[src/rtl/fetch_mem_if.sv]
// rtl/fetch_mem_if.sv - instruction-memory read port (req/ack, variable latency)
interface fetch_mem_if #(
   parameter int ADDR_W = 32,
   parameter int DATA_W = 32
);
   logic              mem_req;
   logic [ADDR_W-1:0] mem_addr;
   logic              mem_ack;
   logic [DATA_W-1:0] mem_rdata;

   modport master (
      output mem_req,
      output mem_addr,
      input  mem_ack,
      input  mem_rdata
   );

   modport slave (
      input  mem_req,
      input  mem_addr,
      output mem_ack,
      output mem_rdata
   );
endinterface

[src/rtl/fetch_mem_ctrl.sv]
// rtl/fetch_mem_ctrl.sv - fetch-stage instruction-memory sequencer with stall merge and redirect kill
// Optional fetch/wait perf counters are built when FETCH_PERF_CNT_EN is defined.
module fetch_mem_ctrl #(
   parameter int                ADDR_W    = 32,
   parameter int                DATA_W    = 32,
   parameter logic [DATA_W-1:0] NOP_INSTR = 32'h00000013
`ifdef FETCH_PERF_CNT_EN
   ,
   parameter int                CNT_W     = 32
`endif
) (
   input  logic              clk,
   input  logic              rst_n,
   input  logic [ADDR_W-1:0] PCF,
   input  logic [ADDR_W-1:0] PCTarget,
   input  logic              PcSrc,
   input  logic              StallF,
   fetch_mem_if.master       mem,
   output logic [DATA_W-1:0] Instr_RD,
   output logic              instr_valid,
`ifdef FETCH_PERF_CNT_EN
   output logic              fetch_stall,
   output logic [CNT_W-1:0]  fetch_cnt,
   output logic [CNT_W-1:0]  wait_cnt
`else
   output logic              fetch_stall
`endif
);

   typedef enum logic [1:0] {IDLE, REQ, HOLD, KILL} state_t;

   state_t            state;
   logic              ack;
   logic [ADDR_W-1:0] pc_next;

   function automatic logic [ADDR_W-1:0] word_align(input logic [ADDR_W-1:0] a);
      return a & ~ADDR_W'(3);
   endfunction

   // An ack outside an active request is a stray and must never be consumed.
   assign ack     = mem.mem_req & mem.mem_ack;
   assign pc_next = word_align(PcSrc ? PCTarget : PCF + ADDR_W'(4));

   always_comb begin
      fetch_stall = 1'b1;
      case (state)
         REQ:     fetch_stall = StallF | ~ack;
         HOLD:    fetch_stall = StallF;
         default: fetch_stall = 1'b1;
      endcase
   end

   always_ff @(posedge clk or negedge rst_n) begin
      if (!rst_n) begin
         state        <= IDLE;
         mem.mem_req  <= 1'b0;
         mem.mem_addr <= '0;
         Instr_RD     <= NOP_INSTR;
         instr_valid  <= 1'b0;
      end else begin
         case (state)
            IDLE: begin
               mem.mem_addr <= word_align(PCF);
               mem.mem_req  <= 1'b1;
               state        <= REQ;
            end
            REQ: begin
               if (ack) begin
                  if (PcSrc) begin
                     Instr_RD     <= NOP_INSTR;
                     instr_valid  <= 1'b0;
                     mem.mem_addr <= pc_next;
                  end else if (StallF) begin
                     Instr_RD     <= mem.mem_rdata;
                     instr_valid  <= 1'b1;
                     mem.mem_req  <= 1'b0;
                     state        <= HOLD;
                  end else begin
                     Instr_RD     <= mem.mem_rdata;
                     instr_valid  <= 1'b1;
                     mem.mem_addr <= pc_next;
                  end
               end else begin
                  Instr_RD    <= NOP_INSTR;
                  instr_valid <= 1'b0;
                  // The read cannot be withdrawn; wait out its ack before retargeting.
                  if (PcSrc) begin
                     state <= KILL;
                  end
               end
            end
            HOLD: begin
               if (PcSrc) begin
                  Instr_RD     <= NOP_INSTR;
                  instr_valid  <= 1'b0;
                  mem.mem_addr <= pc_next;
                  mem.mem_req  <= 1'b1;
                  state        <= REQ;
               end else if (!StallF) begin
                  mem.mem_addr <= pc_next;
                  mem.mem_req  <= 1'b1;
                  state        <= REQ;
               end
            end
            KILL: begin
               if (ack) begin
                  mem.mem_addr <= word_align(PcSrc ? PCTarget : PCF);
                  state        <= REQ;
               end
            end
            default: begin
               mem.mem_req <= 1'b0;
               state       <= IDLE;
            end
         endcase
      end
   end

`ifdef FETCH_PERF_CNT_EN
   always_ff @(posedge clk or negedge rst_n) begin
      if (!rst_n) begin
         fetch_cnt <= '0;
         wait_cnt  <= '0;
      end else begin
         if (state == REQ && ack && !PcSrc && fetch_cnt != '1) begin
            fetch_cnt <= fetch_cnt + CNT_W'(1);
         end
         if (fetch_stall && !StallF && wait_cnt != '1) begin
            wait_cnt <= wait_cnt + CNT_W'(1);
         end
      end
   end
`endif

endmodule
[src/flat_wrapper.sv]
// flat-port wrapper written by rule: the top's interface ports become plain ports
module fetch_mem_ctrl_flat 
#(
   parameter int                ADDR_W    = 32,
   parameter int                DATA_W    = 32,
   parameter logic [DATA_W-1:0] NOP_INSTR = 32'h00000013

)
  (clk, rst_n, PCF, PCTarget, PcSrc, StallF, Instr_RD, instr_valid, fetch_stall, mem_mem_req, mem_mem_addr, mem_mem_ack, mem_mem_rdata);
  fetch_mem_if #(.ADDR_W(ADDR_W), .DATA_W(DATA_W)) mem_i ();
  input  logic clk;
  input  logic rst_n;
  input  logic [ADDR_W-1:0] PCF;
  input  logic [ADDR_W-1:0] PCTarget;
  input  logic PcSrc;
  input  logic StallF;
  output logic [DATA_W-1:0] Instr_RD;
  output logic instr_valid;
  output logic fetch_stall;
  output wire logic [$bits(mem_i.mem_req)-1:0] mem_mem_req;
  output wire logic [$bits(mem_i.mem_addr)-1:0] mem_mem_addr;
  input wire logic [$bits(mem_i.mem_ack)-1:0] mem_mem_ack;
  input wire logic [$bits(mem_i.mem_rdata)-1:0] mem_mem_rdata;
  assign mem_mem_req = mem_i.mem_req;
  assign mem_mem_addr = mem_i.mem_addr;
  assign mem_i.mem_ack = mem_mem_ack;
  assign mem_i.mem_rdata = mem_mem_rdata;
  fetch_mem_ctrl #(.ADDR_W(ADDR_W), .DATA_W(DATA_W), .NOP_INSTR(NOP_INSTR)) u_core (.clk(clk), .rst_n(rst_n), .PCF(PCF), .PCTarget(PCTarget), .PcSrc(PcSrc), .StallF(StallF), .mem(mem_i), .Instr_RD(Instr_RD), .instr_valid(instr_valid), .fetch_stall(fetch_stall));
endmodule
[config.mk]
export PLATFORM = sky130hd
export DESIGN_NAME = fetch_mem_ctrl_flat
export DESIGN_NICKNAME = d
export VERILOG_FILES = /design/src/rtl/fetch_mem_if.sv /design/src/rtl/fetch_mem_ctrl.sv /design/src/flat_wrapper.sv
export SDC_FILE = /design/constraint.sdc
export NUM_CORES = 1
export LEC_CHECK = 0
export CORE_MARGIN = 3
export CORE_UTILIZATION = 45
export CTS_BUF_LIST = sky130_fd_sc_hd__clkbuf_8 sky130_fd_sc_hd__clkbuf_16
export CTS_CLUSTER_DIAMETER = 80
export DETAILED_ROUTE_END_ITERATION = 10
export PLACE_DENSITY = 0.91
export SYNTH_ARGS = -nofsm -noshare
export SYNTH_HDL_FRONTEND = slang
export SYNTH_SLANG_ARGS = --single-unit
[constraint.sdc]
create_clock -name clk -period 2.7 [get_ports clk]
set_clock_uncertainty 0.1 [all_clocks]
set_input_delay 0.54 -clock clk [delete_from_list [all_inputs] [get_ports clk]]
set_output_delay 0.54 -clock clk [all_outputs]
set_load 0.1 [all_outputs]
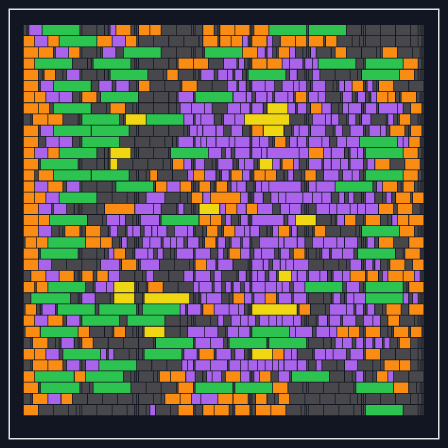
Run 1: placement by cell class
Fill, decap, tap and diode cells in grey.
yellow -> clock drivers and dummy loads  # cells 16, share of their area 4.1%
purple -> remaining logic cells  # cells 383, share of their area 40%
orange -> remaining buffers and delay cells  # cells 202, share of their area 29%
green -> sequential cells  # cells 66, share of their area 27%
Site Rows: 35
Finished Cell Area: 6320 µm²
core area: 9280 µm²
Seq area share: 26.2%
final core utilization: 68.1%

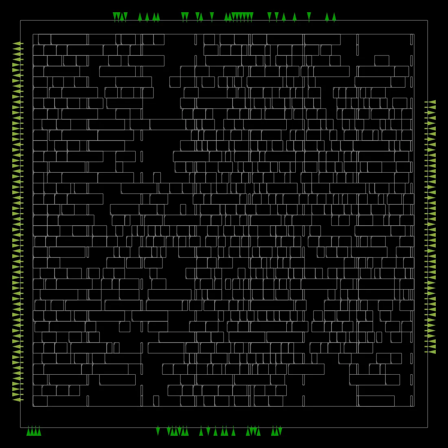
Run 1: placed standard cells
Seq cells: 66
Layout Cells excl Fill: 796
Tap Count: 129
FILL cells: 736

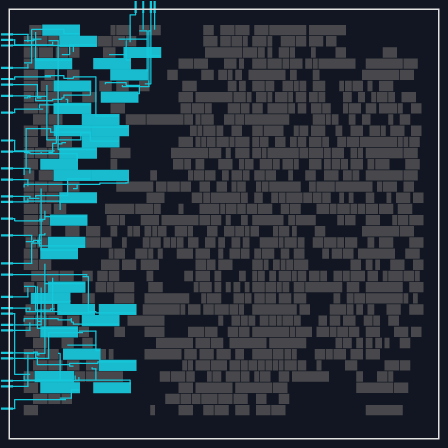
Run 1: port wiring
cyan -> Instr_RD  # bits 32, direction output, edge 28 left, 4 top, end cells 32, buffers 32, wire 1,020 µm
number of port buffers: 161
I/O Pins: 168

==> reports/results.ini, run 1 <==
[status]
status=completed

[worst_setup_path]
slowest_delay_ns=0.66
start_kind=input port
crit_path_start=PCF[7]
reg2regPathDepth=7
critPathMaxFanout=8
path_depth=6
critPathTopFamily=simple AND/OR/NAND/NOR gates
cp_num_buf_inv=1
r2r_setup_slack_ns=0.29
crit_path_cell_trace=clkdlybuf4s50_1, and3_1, nand3_1, nor4_1, mux2i_1, o211ai_1
crit_required_ns=2.83
r2r_end=u_core.mem.mem_addr[17]
worstReg2RegStart=u_core.state[0]
end_kind=flop

[drt]
drtIter0Drc=396
drt-met1-wl_mm=5.68
vias=4885
first_pass_iters=6
drc=0
route.met3.wl_mm=1.76
met2WireLength_mm=6.89
ant_nets=0
routed.top_layer=met4
wl_per_cell_um=18.7

[final_layout]
drive_gt1_share_pct=22.5
final_common_cell=buf_4
ff_latch_area_um2=1660
area_share_clock_buf_inv_pct=3.96
fin_nets=768
inverters=22
logic_gate_count=361
n_all_buffers=202
nonClkBufAreaFrac_pct=28.0
lay_top_cells=buf_4 (104), clkdlybuf4s50_1 (94), dfrtp_1 (63), nand2_1 (40), o21ai_0 (35)
n_antenna_cell=0
reg_top3=u_core.Instr_RD x32, u_core.mem.mem_addr x30, u_core.state x2
regMostFlops=u_core.Instr_RD
largest_reg_flops=32
areaGrowthSynthToFinish_pct=45.7
logic_area_um2=2400
nClkBuffers=10
comb_area_share_pct=37.9

[cts]
htreeDepth=3
post_cts_resize_count=0
cts_sinks=66
numCtsBuffers=9
clock_latency_ns=0.36
cts_setup_buffers=0
clock_path_buffers=2
cts_tree=done
ctsHoldBuffers=0

[grt]
grt_overflow=0
grt.busiest_layer=met2
grt_use_met1_pct=32.4
grt_antenna_before_repair=0
grt_max_degree=38
gr-usage-met2_pct=43.8
use_met3_pct=9.31

[timing]
max_slew_margin_pct=33.5
holdWs_ns=0.0305
max_freq_mhz=412
rsz0062_at_grt=false
finalCriticalPeriod_ns=2.43
setup_viol=0
hold_viol=0
drv_slew=0
finalSetupTns_ns=0
fin_ws_ns=0.275
period_used_pct=89.8

[logic_synthesis]
flop_cell=dfrtp_1
xor_share_pct=0.606
synth_warnings=0
fa_ha_area_share_pct=1.44
synthDistinctLibCells=68
async_flop_share_pct=100
numSynthFlops=66
synth-compound-area-share_pct=29.5
syn_area_per_cell_um2=8.80
top_area_share_pct=36.3
topCellsByArea=dfrtp_1 (36%), a22o_1 (6.5%), o21ai_0 (4.2%), nand2_1 (3.5%), a21oi_1 (3.2%)
syn-instance-count=493
yosys-top-cells-count=dfrtp_1 (63), nand2_1 (40), o21ai_0 (36)
synth_area_leader_cell=dfrtp_1
ys_sh_simple_pct=20.6
yosysMostFrequentCell=dfrtp_1
logic_family=AND-OR/OR-AND gates

[placed_design]
place_hpwl_mm=11.2
placedInstanceArea_um2=6070
dp.cells=780
dp_slack_ns=-0.0666
place.gp.congestion=0.988

[power]
combPwrFrac_pct=69.8
p_total_mw=8.98
ir_drop_mv=0.872
powerComb_mw=6.27
powerSeq_mw=1.65
clockPowerShare_pct=11.8
sw_frac_of_total_pct=59.1
p_per_area_nw_per_um2=1420
internal_power_mw=3.67
p_clk_mw=1.06

[flow_run]
warnings=33
max-cap-violations=0

[floorplan]
die_y_um=104
die_w_um=104
dieArea_um2=10900
initial_utilization_pct=46.7

[min_path]
hold_class=input port to async pin

Run 1, the metal 3 layer:
Scale bar: 20 µm.
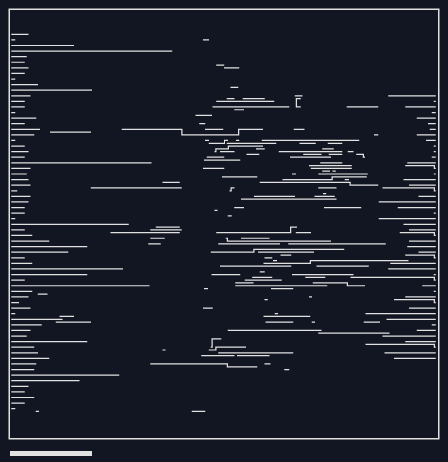

==> inputs of run 2 (changes only) <==
CORE_ASPECT_RATIO = 0.8   (was unset)
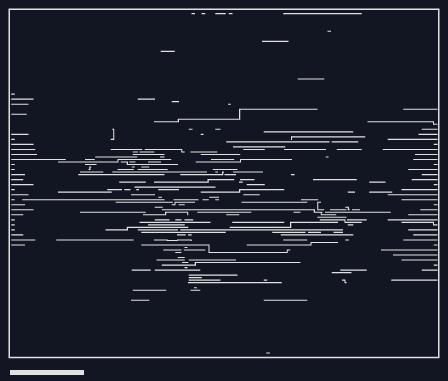
Run 2: the metal 3 layer
Scale bar: 20 µm.
longest straight run = 43.7 µm
share of all routed wire = 11%
main direction = horizontal
nets with wire on the layer = 150

==> run 2 against run 1 <==
  * Clock power up 31%
  * Via count grew 1.8%
  * Synthesized cell count stayed put
  * Setup slack got worse by 0.12 ns
  * Sequential power about the same
  * Wire length grew 8.5%
==> reports/results.ini, run 2 <==
[floorplan]
die_y_um=93.8
initial_utilization_pct=47.0
io_pins=168
die_w_um=116
num_rows=31
taps=115

[cts]
clock_path_buffers=2
ctsHoldBuffers=0
post_cts_resize_count=0

[grt]
grt.busiest_layer=met2
use_met3_pct=6.70

[logic_synthesis]
synthDistinctLibCells=68
synth_area_leader_cell=dfrtp_1
syn-instance-count=493
xor_share_pct=0.606
flop_cell=dfrtp_1
topCellsByArea=dfrtp_1 (36%), a22o_1 (6.5%), o21ai_0 (4.2%), nand2_1 (3.5%), a21oi_1 (3.2%)
synth-compound-area-share_pct=29.5
ys_sh_simple_pct=20.6

[final_layout]
seq_area_share_pct=25.6
n_antenna_cell=0
logic_gate_count=361
nFillCells=696
fin_nets=779
ff_latch_area_um2=1660
areaGrowthSynthToFinish_pct=49.3
regMostFlops=u_core.Instr_RD
drive_gt1_share_pct=23.6
nonClkBufAreaFrac_pct=28.6
final_common_cell=buf_4
lay_top_cells=buf_4 (115), clkdlybuf4s50_1 (94), dfrtp_1 (63), nand2_1 (40), o21ai_0 (35)
area_share_clock_buf_inv_pct=5.31
comb_area_share_pct=37.0
ff_count=66
stdcell_area_um2=6480
largest_reg_flops=32

[power]
clockPowerShare_pct=14.7
ir_drop_mv=0.818
p_total_mw=9.41
p_per_area_nw_per_um2=1450
powerSeq_mw=1.67
sw_frac_of_total_pct=57.9

[worst_setup_path]
reg2regPathDepth=7
crit_path_cell_trace=clkdlybuf4s50_1, and3_1, nand3_1, nor4_1, buf_4, mux2i_1, o211ai_1
start_kind=input port
slowest_delay_ns=0.62
path_depth=7
critPathTopFamily=simple AND/OR/NAND/NOR gates
r2r_end=u_core.mem.mem_addr[31]
worstReg2RegStart=u_core.state[0]
crit_required_ns=2.81

[drt]
ant_nets=0
drc=0
routed.top_layer=met4

[timing]
max_slew_margin_pct=58.8
max_freq_mhz=392
fin_ws_ns=0.151
finalSetupTns_ns=0
drv_slew=0

[placed_design]
place_hpwl_mm=11.5
dp_slack_ns=-0.0229
dp.cells=777

[flow_run]
max-cap-violations=0

[status]
status=completed

[min_path]
hold_class=input port to async pin

Run 2, signal wires on met2:
Cells faint in the background.
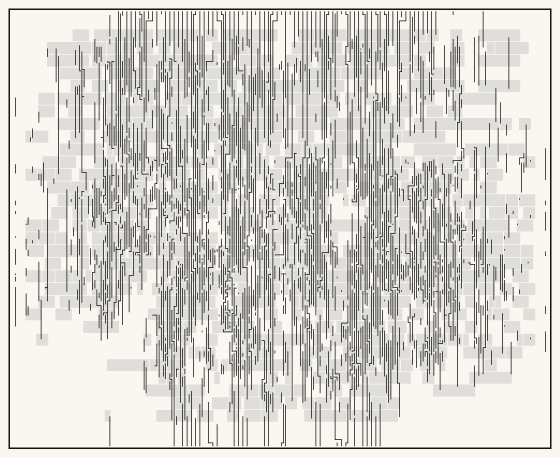

==> inputs of run 3 (changes only) <==
PLACE_DENSITY = 0.85   (was 0.91)
clock period = 2.55 ns   (was 2.7 ns; I/O delays follow)
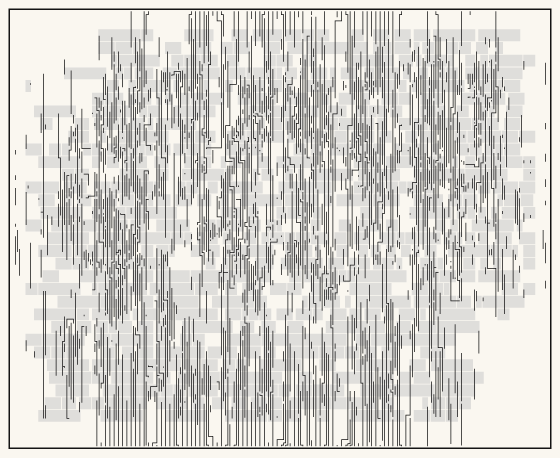
Run 3: signal wires on met2
Cells faint in the background.
longest straight run = 36.7 µm
main direction = vertical
wire length on this layer = 7,960 µm

==> run 3 against run 2 <==
  * Sequential share of layout area fell by 0.67 points
  * Synthesized cell count did not move
  * Final area rose by 2.7%
  * Register-to-register slack got worse by 0.08 ns
  * Clock power barely moved
  * Wire length rose by 3.9%
==> reports/results.ini, run 3 <==
[final_layout]
n_all_buffers=230
ff_latch_area_um2=1660
fin_nets=796
nClkBuffers=10
final_util_pct=72.1
lay_top_cells=buf_4 (128), clkdlybuf4s50_1 (94), dfrtp_1 (63), nand2_1 (40), o21ai_0 (35)
stdcell_area_um2=6650
nFillCells=708
largest_reg_flops=32
inverters=22
ff_count=66
final_common_cell=buf_4
nonClkBufAreaFrac_pct=30.5
n_antenna_cell=0
reg_top3=u_core.Instr_RD x32, u_core.mem.mem_addr x30, u_core.state x2
area_share_clock_buf_inv_pct=4.93
logic_gate_count=361
seq_area_share_pct=24.9
final_cell_count_no_fill=810
comb_area_share_pct=36.2

[logic_synthesis]
synth_area_leader_cell=dfrtp_1
xor_share_pct=0.606
synthDistinctLibCells=68
yosys-top-cells-count=dfrtp_1 (63), nand2_1 (40), o21ai_0 (36)
fa_ha_area_share_pct=1.44
ys_sh_simple_pct=20.6
flop_cell=dfrtp_1
syn-instance-count=493
synth-compound-area-share_pct=29.5
syn_area_per_cell_um2=8.80
logic_family=AND-OR/OR-AND gates
synth_warnings=0

[power]
ir_drop_mv=1.28
combPwrFrac_pct=68.8
sw_frac_of_total_pct=58.1
powerSeq_mw=1.75
p_total_mw=10.0
p_per_area_nw_per_um2=1510
powerComb_mw=6.90

[flow_run]
max-cap-violations=0
warnings=33

[cts]
ctsHoldBuffers=0
numCtsBuffers=9
cts_sinks=66
htreeDepth=3
cts_setup_buffers=0
clock_latency_ns=0.33
cts_tree=done
clock_path_buffers=2

[timing]
max_freq_mhz=410
holdWs_ns=0.138
finalCriticalPeriod_ns=2.44
fin_ws_ns=0.114
drv_slew=0
max_slew_margin_pct=24.4

[placed_design]
io_buffers=161
place_hpwl_mm=12.5
dp_slack_ns=-0.183
placedInstanceArea_um2=6320
place.gp.congestion=0.939

[worst_setup_path]
cp_num_buf_inv=2
end_kind=output port
start_kind=flop
slowest_delay_ns=0.42
crit_path_cell_trace=inv_1, ha_1, a21oi_1, o21ai_4, buf_12
worstReg2RegStart=u_core.state[0]
path_depth=5
critPathMaxFanout=10
crit_required_ns=1.94
r2r_setup_slack_ns=0.16
critPathTopFamily=flip-flops
crit_path_start=u_core.state[0]
reg2regPathDepth=8

[floorplan]
die_w_um=116
io_pins=168
taps=115
dieArea_um2=10900
num_rows=31
core_um2=9230
initial_utilization_pct=47.0

[drt]
wl_per_cell_um=20.7
vias=5043
drc=0
ant_nets=0
drtIter0Drc=597
routed.top_layer=met4
route.met3.wl_mm=1.54

[status]
status=completed

[min_path]
hold_class=input port to async pin

[grt]
grt_overflow=0
grt_max_degree=60
grt_antenna_before_repair=0
grt_use_met1_pct=43.1
use_met3_pct=5.54

Power is estimated from default activity; no workload was simulated.
